**Run 1: clock distribution**

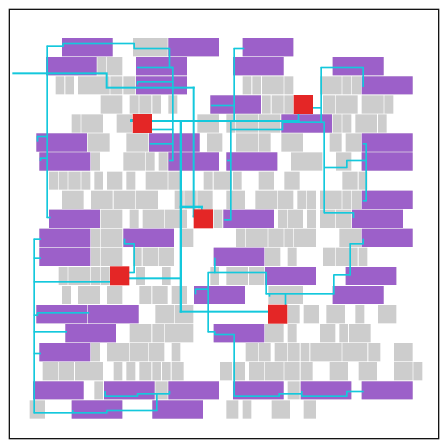
**Run 1: zoomed window**

The bar under the picture is 10 µm long. Window x 18 to 43, y 6 to 31 µm. Cells in grey, sequential cells in the stronger grey; small squares are vias.
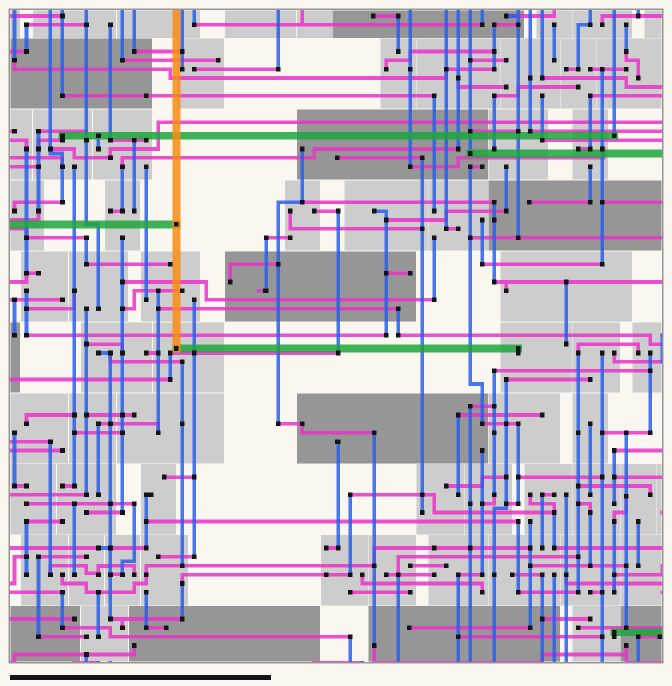
**Run 1: routed metal per tile**

12 x 12 tiles, from black (low) to pale yellow (high), scaled to the fullest tile. Values are wire area over tile area, all layers added.
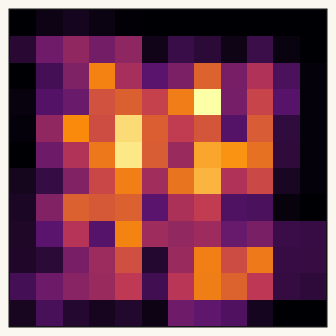
===== config.mk =====
export PLATFORM = sky130hd
export DESIGN_NAME = button_reader
export DESIGN_NICKNAME = d
export VERILOG_FILES = /design/src/rtl/button_reader.sv
export SDC_FILE = /design/constraint.sdc
export NUM_CORES = 1
export LEC_CHECK = 0
export CAP_MARGIN = 15
export CORE_MARGIN = 2
export CORE_UTILIZATION = 60
export DETAILED_ROUTE_END_ITERATION = 8
export DONT_BUFFER_PORTS = 1
export PLACE_DENSITY = 0.72
export SLEW_MARGIN = 20
export SYNTH_ARGS = -nofsm -noshare
export SYNTH_HDL_FRONTEND = slang
export SYNTH_SLANG_ARGS = --single-unit

===== constraint.sdc =====
create_clock -name clk -period 2.7 [get_ports clk]
set_input_delay 0.405 -clock clk [delete_from_list [all_inputs] [get_ports clk]]
set_output_delay 0.405 -clock clk [all_outputs]
set_load 0.05 [all_outputs]

===== src/rtl/button_reader.sv =====
// Push-button reader: two-flop synchronizer, debounce, press/release/long-press strobes and a press counter.
// Optional long-press detection is built when BUTTON_READER_LONG_PRESS_EN is defined.
module button_reader #(
    parameter logic [29:0] DEBOUNCE_CYCLES = 30'd2500000,
    parameter logic [29:0] LONG_CYCLES     = 30'd50000000
) (
    input  logic       clk,
    input  logic       rst,
    input  logic       btn_in,
    output logic       btn_level,
    output logic       press_pulse,
    output logic       release_pulse,
    output logic       long_pulse,
    output logic [7:0] press_count
);

    // state    | meaning
    // RELEASED | debounced level low, hold counter cleared
    // PRESSED  | debounced level high, hold counter running
    // HELD     | long press already flagged, waiting for release
`ifdef BUTTON_READER_LONG_PRESS_EN
    typedef enum logic [1:0] {
        RELEASED = 2'd0,
        PRESSED  = 2'd1,
        HELD     = 2'd2
    } state_t;
`else
    typedef enum logic [0:0] {
        RELEASED = 1'b0,
        PRESSED  = 1'b1
    } state_t;
`endif

    logic        sync1_q;
    logic        sync2_q;
    logic        level_q;
    logic        level_d;
    logic [29:0] deb_cnt_q;
    logic [29:0] deb_cnt_d;
    logic        differ;
    logic        deb_done;
    logic        rise_evt;
    logic        fall_evt;
    state_t      state_q;
    state_t      state_d;
    logic        press_q;
    logic        press_d;
    logic        release_q;
    logic        release_d;
    logic [7:0]  count_q;
    logic [7:0]  count_d;
`ifdef BUTTON_READER_LONG_PRESS_EN
    logic        long_q;
    logic        long_d;
    logic [29:0] hold_cnt_q;
    logic [29:0] hold_cnt_d;
`else
    logic        unused_long_cfg;
    assign unused_long_cfg = ^LONG_CYCLES;
`endif

    always_ff @(posedge clk) begin
        if (rst) begin
            sync1_q <= 1'b0;
            sync2_q <= 1'b0;
        end else begin
            sync1_q <= btn_in;
            sync2_q <= sync1_q;
        end
    end

    // The level flips on the edge where the counter already sits at DEBOUNCE_CYCLES-1.
    assign differ   = sync2_q ^ level_q;
    assign deb_done = differ && (deb_cnt_q == (DEBOUNCE_CYCLES - 30'd1));
    assign rise_evt = deb_done & ~level_q;
    assign fall_evt = deb_done & level_q;

    always_comb begin
        level_d   = level_q;
        deb_cnt_d = '0;
        if (differ) begin
            if (deb_done) begin
                level_d = ~level_q;
            end else begin
                deb_cnt_d = deb_cnt_q + 30'd1;
            end
        end
    end

    always_comb begin
        state_d   = state_q;
        press_d   = 1'b0;
        release_d = 1'b0;
        count_d   = count_q;
`ifdef BUTTON_READER_LONG_PRESS_EN
        long_d     = 1'b0;
        hold_cnt_d = hold_cnt_q;
`endif
        case (state_q)
            RELEASED: begin
`ifdef BUTTON_READER_LONG_PRESS_EN
                hold_cnt_d = '0;
`endif
                if (rise_evt) begin
                    state_d = PRESSED;
                    press_d = 1'b1;
                    count_d = count_q + 8'd1;
                end
            end
            PRESSED: begin
                if (fall_evt) begin
                    state_d   = RELEASED;
                    release_d = 1'b1;
`ifdef BUTTON_READER_LONG_PRESS_EN
                    hold_cnt_d = '0;
                end else if (hold_cnt_q == (LONG_CYCLES - 30'd1)) begin
                    state_d = HELD;
                    long_d  = 1'b1;
                end else begin
                    hold_cnt_d = hold_cnt_q + 30'd1;
`endif
                end
            end
`ifdef BUTTON_READER_LONG_PRESS_EN
            HELD: begin
                if (fall_evt) begin
                    state_d    = RELEASED;
                    release_d  = 1'b1;
                    hold_cnt_d = '0;
                end
            end
`endif
            default: begin
                state_d = RELEASED;
            end
        endcase
    end

    always_ff @(posedge clk) begin
        if (rst) begin
            level_q   <= 1'b0;
            deb_cnt_q <= '0;
            state_q   <= RELEASED;
            press_q   <= 1'b0;
            release_q <= 1'b0;
            count_q   <= '0;
        end else begin
            level_q   <= level_d;
            deb_cnt_q <= deb_cnt_d;
            state_q   <= state_d;
            press_q   <= press_d;
            release_q <= release_d;
            count_q   <= count_d;
        end
    end

`ifdef BUTTON_READER_LONG_PRESS_EN
    always_ff @(posedge clk) begin
        if (rst) begin
            long_q     <= 1'b0;
            hold_cnt_q <= '0;
        end else begin
            long_q     <= long_d;
            hold_cnt_q <= hold_cnt_d;
        end
    end

    assign long_pulse = long_q;
`else
    assign long_pulse = 1'b0;
`endif

    assign btn_level     = level_q;
    assign press_pulse   = press_q;
    assign release_pulse = release_q;
    assign press_count   = count_q;

endmodule


==> flow_metrics.py, run 1 <==
# Physical implementation metrics
metrics = {
    "hold_path": {
        "worstHoldStart": "rst",
        "hold_path_class": "in -> reg",
    },
    "critical_path": {
        "cpLargestDelayFamily": "simple AND/OR/NAND/NOR gates",
        "crit_buf_inv": 0,
        "startpoint_type": "flop",
    },
    "global_routing": {
        "track_usage_pct": 22.2,
        "grt_use_met1_pct": 28.5,
    },
    "final_layout": {
        "clock_buffers": 7,
        "comb_cells": 170,
        "fillers": 259,
        "num-nonclk-buffers": 7,
    },
    "cts": {
        "postCtsSetupBuffers": 0,
    },
    "floorplan": {
        "rows": 20,
        "fp_util_pct": 63.5,
        "die_x_um": 61.1,
        "die_area_mm2": 0.00373,
    },
    "status": {
        "status": "finished clean",
    },
    "drt": {
        "dr_wl_met3_um": 163,
    },
    "synth": {
        "topCellsByArea": "dfxtp_1 (45%), xnor2_1 (8.5%), nor2_1 (8.1%)",
        "edf_count": 0,
        "synthTopCellsByCount": "dfxtp_1 (44), nor2_1 (42), xnor2_1 (19)",
        "ys_warn_count": 0,
    },
    "final_timing": {
        "final-hold-violation-count": 0,
    },
    "job": {
        "max_cap_viol_count": 0,
    },
}
## Picture notes: 'clock distribution'
purple -> flip-flops  # count 44
red -> cells driving clock nets  # count 5
cyan -> clock wires  # length 480 µm
flops lie = all over the die
routed clock nets = 6
Clk pwr share: 34.2%
Worst Skew: 0.00622 ns
clk pwr: 0.344 mW
Late-Pin Clk Latency: 0.35 ns

## Picture notes: 'zoomed window'
magenta -> met1
orange -> met4
green -> met3
blue -> met2
most frequent = nand2_1 (7), dfxtp_1 (7)
netlist names of flops here include = deb_cnt_q (3), press_count (3)
sequential cells in the window = 7
cells with their middle in the window = 56

## Picture notes: 'routed metal per tile'
nearly empty tiles = 15%
tiles over half the peak = 26%
densest ninth of the die = centre
mean over tiles = 0.15
emptiest ninth of the die = north-east
fullest tile = 0.49
Final Routed Wirelength: 3640 µm
total number of vias: 1550

**Run 1: gate-type map**

The bar under the picture is 20 µm long.
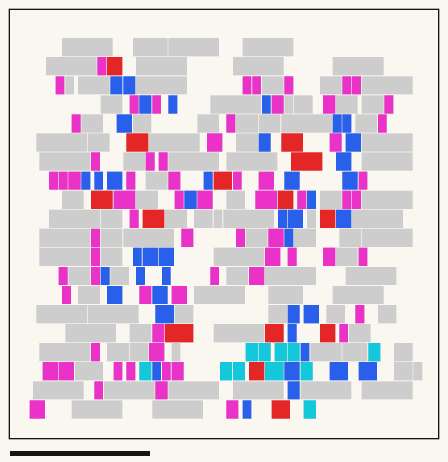

==> run 1 -> run 2 <==
- CELL_PAD_IN_SITES_DETAIL_PLACEMENT: unset -> 1
- CELL_PAD_IN_SITES_GLOBAL_PLACEMENT: unset -> 2
- CORE_MARGIN: 2 -> 5
- CORE_UTILIZATION: 60 -> 38
- PLACE_DENSITY: 0.72 -> 0.73
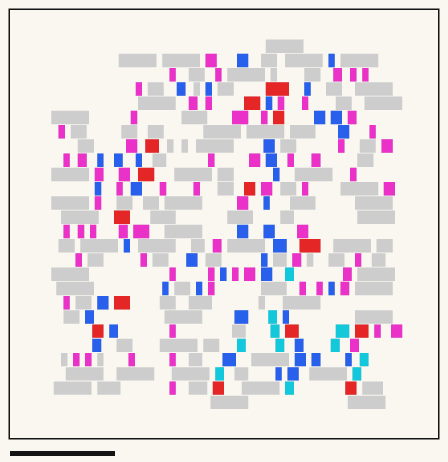
**Above:** run 2 (gate-type map).
The bar under the picture is 20 µm long.
blue -> NAND gates  # cells 42, most used nand2_1
magenta -> NOR gates  # cells 67, most used nor2_1
red -> AND and OR gates  # cells 14
cyan -> inverting AOI/OAI gates  # cells 11, most used a21oi_1
Final Non-Filler Cells: 305
Commonest Layout Cell: dfxtp_1

==> run 2 against run 1 <==
Effect of this change:
- wire length is 20% higher
- cell area up 3.1%
- via count grew 1.2%
- clock skew rose by 0.0033 ns
- global-route usage down 7.5 points
- synthesized cell count stayed put
- fmax is 2.1% lower
- first-iteration DRC count decreased by 9.8%
- critical path depth stayed put
- clock power rose by 21%
- synthesized area is the same
- setup slack worse by 0.052 ns
- highest routed layer unchanged
==> flow_metrics.py, run 2 <==
# Physical implementation metrics
metrics = {
    "power": {
        "powerClk_mw": 0.417,
        "power_frac_clock_pct": 38.6,
    },
    "final_timing": {
        "final-hold-violation-count": 0,
        "skew_ns": 0.00948,
    },
    "status": {
        "status": "finished clean",
    },
    "cts": {
        "postCtsSetupBuffers": 0,
        "clkLatencyLatePin_ns": 0.29,
        "h-tree-depth": 2,
    },
    "drt": {
        "routed_wl_um": 4380,
        "dr_wl_met3_um": 121,
    },
    "final_layout": {
        "clock_buffers": 8,
        "comb_cells": 170,
        "fillers": 616,
        "num-nonclk-buffers": 8,
    },
    "floorplan": {
        "rows": 26,
        "fp_util_pct": 38.8,
        "die_x_um": 81.7,
        "die_area_mm2": 0.00668,
    },
    "synth": {
        "edf_count": 0,
        "ys_warn_count": 0,
        "synthTopCellsByCount": "dfxtp_1 (44), nor2_1 (42), xnor2_1 (19)",
    },
    "critical_path": {
        "startpoint_type": "flop",
        "cpLargestDelayFamily": "simple AND/OR/NAND/NOR gates",
    },
    "global_routing": {
        "track_usage_pct": 14.7,
        "grt_use_met1_pct": 19.2,
    },
    "hold_path": {
        "worstHoldStart": "rst",
    },
    "job": {
        "warnings": 26,
    },
}
Power and IR drop assume default switching activity.
